Fig. 1: PDN straps and rails
The bar under the picture is 20 µm long. Pins as bars on the die edge. Tap cells in grey.
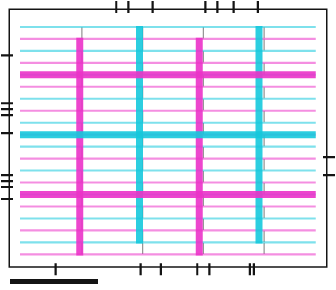
Fig. 2: placed cells, one colour a class
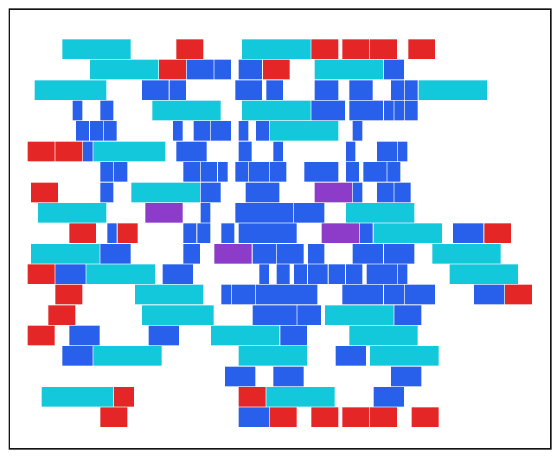
## src/rtl/pattern_scan_ctrl_pkg.sv

```systemverilog
// Shared types and constants for the pattern scan controller.
package pattern_scan_ctrl_pkg;

  typedef enum logic [1:0] {
    ST_IDLE   = 2'd0,
    ST_SCAN   = 2'd1,
    ST_REPORT = 2'd2
  } state_e;

  localparam int DEF_WIDTH = 8;
  localparam int DEF_PAT_W = 3;
  localparam logic [DEF_PAT_W-1:0] RST_PATTERN_DEF = 3'b100;
  localparam int NWIN = DEF_WIDTH - DEF_PAT_W + 1;

  function automatic int calc_nwin(input int width, input int pat_w);
    return width - pat_w + 1;
  endfunction

endpackage

```

## src/rtl/pattern_scan_ctrl_if.sv

```systemverilog
// Word/result handshake and pattern configuration bus of the scan controller.
interface pattern_scan_ctrl_if
  import pattern_scan_ctrl_pkg::*;
#(
  parameter int WIDTH = DEF_WIDTH,
  parameter int PAT_W = DEF_PAT_W
);
  logic             cfg_we;
  logic [PAT_W-1:0] cfg_pattern;
  logic             in_valid;
  logic             in_ready;
  logic [WIDTH-1:0] in_data;
  logic             out_valid;
  logic             out_ready;
  logic             out_match_n;
  logic [2:0]       out_pos;
  logic [2:0]       out_count;

  modport master (
    output cfg_we, cfg_pattern, in_valid, in_data, out_ready,
    input  in_ready, out_valid, out_match_n, out_pos, out_count
  );

  modport slave (
    input  cfg_we, cfg_pattern, in_valid, in_data, out_ready,
    output in_ready, out_valid, out_match_n, out_pos, out_count
  );
endinterface

```

## src/rtl/pattern_scan_ctrl_window_cmp.sv

```systemverilog
// Combinational comparator: one window slice against the latched pattern.
module pattern_window_cmp
  import pattern_scan_ctrl_pkg::*;
#(
  parameter int PAT_W = DEF_PAT_W
) (
  input  logic [PAT_W-1:0] slice_i,
  input  logic [PAT_W-1:0] pattern_i,
  output logic             hit_o
);
  assign hit_o = (slice_i == pattern_i);
endmodule

```

## src/rtl/pattern_scan_ctrl.sv

```systemverilog
// Scans one accepted word, one window per clock, and reports first match
// position and total match count through a valid/ready result port.
module pattern_scan_ctrl
  import pattern_scan_ctrl_pkg::*;
#(
  parameter int               WIDTH       = DEF_WIDTH,
  parameter int               PAT_W       = DEF_PAT_W,
  parameter logic [PAT_W-1:0] RST_PATTERN = RST_PATTERN_DEF
) (
  input  logic clk,
  input  logic rst_n,
  pattern_scan_ctrl_if.slave bus
);

  localparam int         NW       = calc_nwin(WIDTH, PAT_W);
  localparam logic [2:0] LAST_IDX = 3'(NW - 1);

  state_e           state_q;
  logic [PAT_W-1:0] pat_q;
  logic [PAT_W-1:0] wpat_q;
  logic [WIDTH-1:0] data_q;
  logic [2:0]       idx_q;
  logic [2:0]       count_q;
  logic [2:0]       pos_q;
  logic             match_n_q;
  logic             in_ready_q;
  logic             out_valid_q;

  logic [PAT_W-1:0] win_slice;
  logic             hit;
  logic [2:0]       count_d;
  logic             first_hit_d;

  assign win_slice = data_q[idx_q +: PAT_W];

  pattern_window_cmp #(.PAT_W(PAT_W)) u_cmp (
    .slice_i   (win_slice),
    .pattern_i (wpat_q),
    .hit_o     (hit)
  );

  always_comb begin
    count_d     = count_q + {2'b00, hit};
    first_hit_d = hit & match_n_q;
  end

  // The pattern register is written in any state; a scan only ever sees wpat_q,
  // captured at acceptance, so a coincident write lands on the next word.
  always_ff @(posedge clk or negedge rst_n) begin
    if (!rst_n) begin
      state_q     <= ST_IDLE;
      pat_q       <= RST_PATTERN;
      wpat_q      <= RST_PATTERN;
      data_q      <= '0;
      idx_q       <= 3'd0;
      count_q     <= 3'd0;
      pos_q       <= 3'd0;
      match_n_q   <= 1'b1;
      in_ready_q  <= 1'b1;
      out_valid_q <= 1'b0;
    end else begin
      if (bus.cfg_we) pat_q <= bus.cfg_pattern;
      case (state_q)
        ST_IDLE: begin
          if (bus.in_valid) begin
            data_q     <= bus.in_data;
            wpat_q     <= pat_q;
            idx_q      <= 3'd0;
            count_q    <= 3'd0;
            pos_q      <= 3'd0;
            match_n_q  <= 1'b1;
            in_ready_q <= 1'b0;
            state_q    <= ST_SCAN;
          end
        end
        ST_SCAN: begin
          count_q <= count_d;
          if (first_hit_d) begin
            match_n_q <= 1'b0;
            pos_q     <= idx_q;
          end
          if (idx_q == LAST_IDX) begin
            out_valid_q <= 1'b1;
            state_q     <= ST_REPORT;
          end else begin
            idx_q <= idx_q + 3'd1;
          end
        end
        ST_REPORT: begin
          if (bus.out_ready) begin
            out_valid_q <= 1'b0;
            in_ready_q  <= 1'b1;
            state_q     <= ST_IDLE;
          end
        end
        default: state_q <= ST_IDLE;
      endcase
    end
  end

  assign bus.in_ready    = in_ready_q;
  assign bus.out_valid   = out_valid_q;
  assign bus.out_match_n = match_n_q;
  assign bus.out_pos     = pos_q;
  assign bus.out_count   = count_q;

endmodule

```

## src/flat_wrapper.sv

```systemverilog
// flat-port wrapper written by rule: the top's interface ports become plain ports
module pattern_scan_ctrl_flat import pattern_scan_ctrl_pkg::*;
#(
  parameter int               WIDTH       = DEF_WIDTH,
  parameter int               PAT_W       = DEF_PAT_W,
  parameter logic [PAT_W-1:0] RST_PATTERN = RST_PATTERN_DEF
)
  (clk, rst_n, bus_cfg_we, bus_cfg_pattern, bus_in_valid, bus_in_data, bus_out_ready, bus_in_ready, bus_out_valid, bus_out_match_n, bus_out_pos, bus_out_count);
  pattern_scan_ctrl_if #(.WIDTH(WIDTH), .PAT_W(PAT_W)) bus_i ();
  input  logic clk;
  input  logic rst_n;
  input wire logic [$bits(bus_i.cfg_we)-1:0] bus_cfg_we;
  input wire logic [$bits(bus_i.cfg_pattern)-1:0] bus_cfg_pattern;
  input wire logic [$bits(bus_i.in_valid)-1:0] bus_in_valid;
  input wire logic [$bits(bus_i.in_data)-1:0] bus_in_data;
  input wire logic [$bits(bus_i.out_ready)-1:0] bus_out_ready;
  output wire logic [$bits(bus_i.in_ready)-1:0] bus_in_ready;
  output wire logic [$bits(bus_i.out_valid)-1:0] bus_out_valid;
  output wire logic [$bits(bus_i.out_match_n)-1:0] bus_out_match_n;
  output wire logic [$bits(bus_i.out_pos)-1:0] bus_out_pos;
  output wire logic [$bits(bus_i.out_count)-1:0] bus_out_count;
  assign bus_i.cfg_we = bus_cfg_we;
  assign bus_i.cfg_pattern = bus_cfg_pattern;
  assign bus_i.in_valid = bus_in_valid;
  assign bus_i.in_data = bus_in_data;
  assign bus_i.out_ready = bus_out_ready;
  assign bus_in_ready = bus_i.in_ready;
  assign bus_out_valid = bus_i.out_valid;
  assign bus_out_match_n = bus_i.out_match_n;
  assign bus_out_pos = bus_i.out_pos;
  assign bus_out_count = bus_i.out_count;
  pattern_scan_ctrl #(.WIDTH(WIDTH), .PAT_W(PAT_W), .RST_PATTERN(RST_PATTERN)) u_core (.clk(clk), .rst_n(rst_n), .bus(bus_i));
endmodule
```

## config.mk

```make
export PLATFORM = sky130hd
export DESIGN_NAME = pattern_scan_ctrl_flat
export DESIGN_NICKNAME = d
export VERILOG_FILES = /design/src/rtl/pattern_scan_ctrl_pkg.sv /design/src/rtl/pattern_scan_ctrl_if.sv /design/src/rtl/pattern_scan_ctrl_window_cmp.sv /design/src/rtl/pattern_scan_ctrl.sv /design/src/flat_wrapper.sv
export SDC_FILE = /design/constraint.sdc
export NUM_CORES = 1
export LEC_CHECK = 0
export ABC_AREA = 0
export CELL_PAD_IN_SITES_DETAIL_PLACEMENT = 0
export CELL_PAD_IN_SITES_GLOBAL_PLACEMENT = 1
export CORE_ASPECT_RATIO = 0.8
export CORE_MARGIN = 2
export CORE_UTILIZATION = 42
export DETAILED_ROUTE_END_ITERATION = 8
export PLACE_DENSITY = 0.82
export SLEW_MARGIN = 20
export SYNTH_ARGS = -nofsm -noshare
export SYNTH_HDL_FRONTEND = slang
export SYNTH_SLANG_ARGS = --single-unit
```

## constraint.sdc

```tcl
create_clock -name clk -period 3.18 [get_ports clk]
set_input_delay 0.636 -clock clk [delete_from_list [all_inputs] [get_ports clk]]
set_output_delay 0.636 -clock clk [all_outputs]
set_load 0.005 [all_outputs]
```

==> results.py <==
# Synthesis and PnR figures
metrics = {
    "yosys": {
        "ys_cells": 135,
        "post_synth_fa_ha_maj_area_fraction_pct": 3.24,
        "synth_warnings": 0,
        "synth-area-yosys_um2": 1550,
        "postSynthCellCount": 135,
    },
    "min_path": {
        "hold_start": "u_core.pat_q[1]",
        "hp-class": "flip-flop to flip-flop",
    },
    "floorplanning": {
        "fp_util_pct": 44.5,
        "coreArea_um2": 3470,
    },
    "routing": {
        "route.met2.wl_um": 1350,
        "avgRoutedWirePerCell_um": 15.1,
        "drt_drc_violations_left": 0,
        "postRouteAntennaNets": 0,
    },
    "worst_setup_path": {
        "rrSetupSlack_ns": 0.46,
        "path_buffers": 1,
        "r2r_worst_path_depth": 11,
        "worstPathCellList": "mux2i_4 > o32ai_2 > o31a_1 > o211ai_4 > nor2_1 > ha_1 > ha_1 > inv_1 > nor3_1 > a21oi_1 > o21ai_0",
        "crit_path_from": "u_core.idx_q[2]",
        "timing.critical_path.to": "u_core.bus.out_count[2]",
        "timing.critical_path.depth": 11,
        "worstSetupStartpointType": "flip-flop",
    },
    "finish": {
        "layout.area.top_class": "multi-input combinational cells",
        "antenna_cells_inserted": 0,
        "final.fill_count": 300,
        "nFlopsAndLatches": 28,
        "utilization_pct": 53.7,
    },
    "cts": {
        "tritoncts": "done",
        "cts_resized": 0,
    },
    "timing": {
        "clock-skew-final_ns": 0.00181,
        "worst_slack_ns": 0.457,
        "hold-worst-slack_ns": 0.512,
        "timing.final.max_slew_violations": 0,
    },
    "global_route": {
        "antenna_found_initial": 0,
        "grt_first_pass_wirelength_um": 5530,
    },
    "power": {
        "pwr.group.sequential_w": 0.000732,
        "pwr-share-comb_pct": 48.3,
        "powerComb_w": 0.000888,
    },
    "status": {
        "run_status": "finished clean",
    },
}
Notes on Fig. 1 above:
[magenta] VSS
[cyan] VDD
met4 straps: 4
met5 straps: 3
tap cells: 42

Notes on Fig. 2 above:
[purple] clock drivers and dummy loads | cells: 4 | share of their area: 3.0%
[cyan] sequential cells | cells: 28 | share of their area: 39%
[blue] remaining logic cells | cells: 100 | share of their area: 44%
[red] remaining buffers and delay cells | cells: 26 | share of their area: 14%

Power figures rest on the tool's default switching activity, not on a simulated workload.
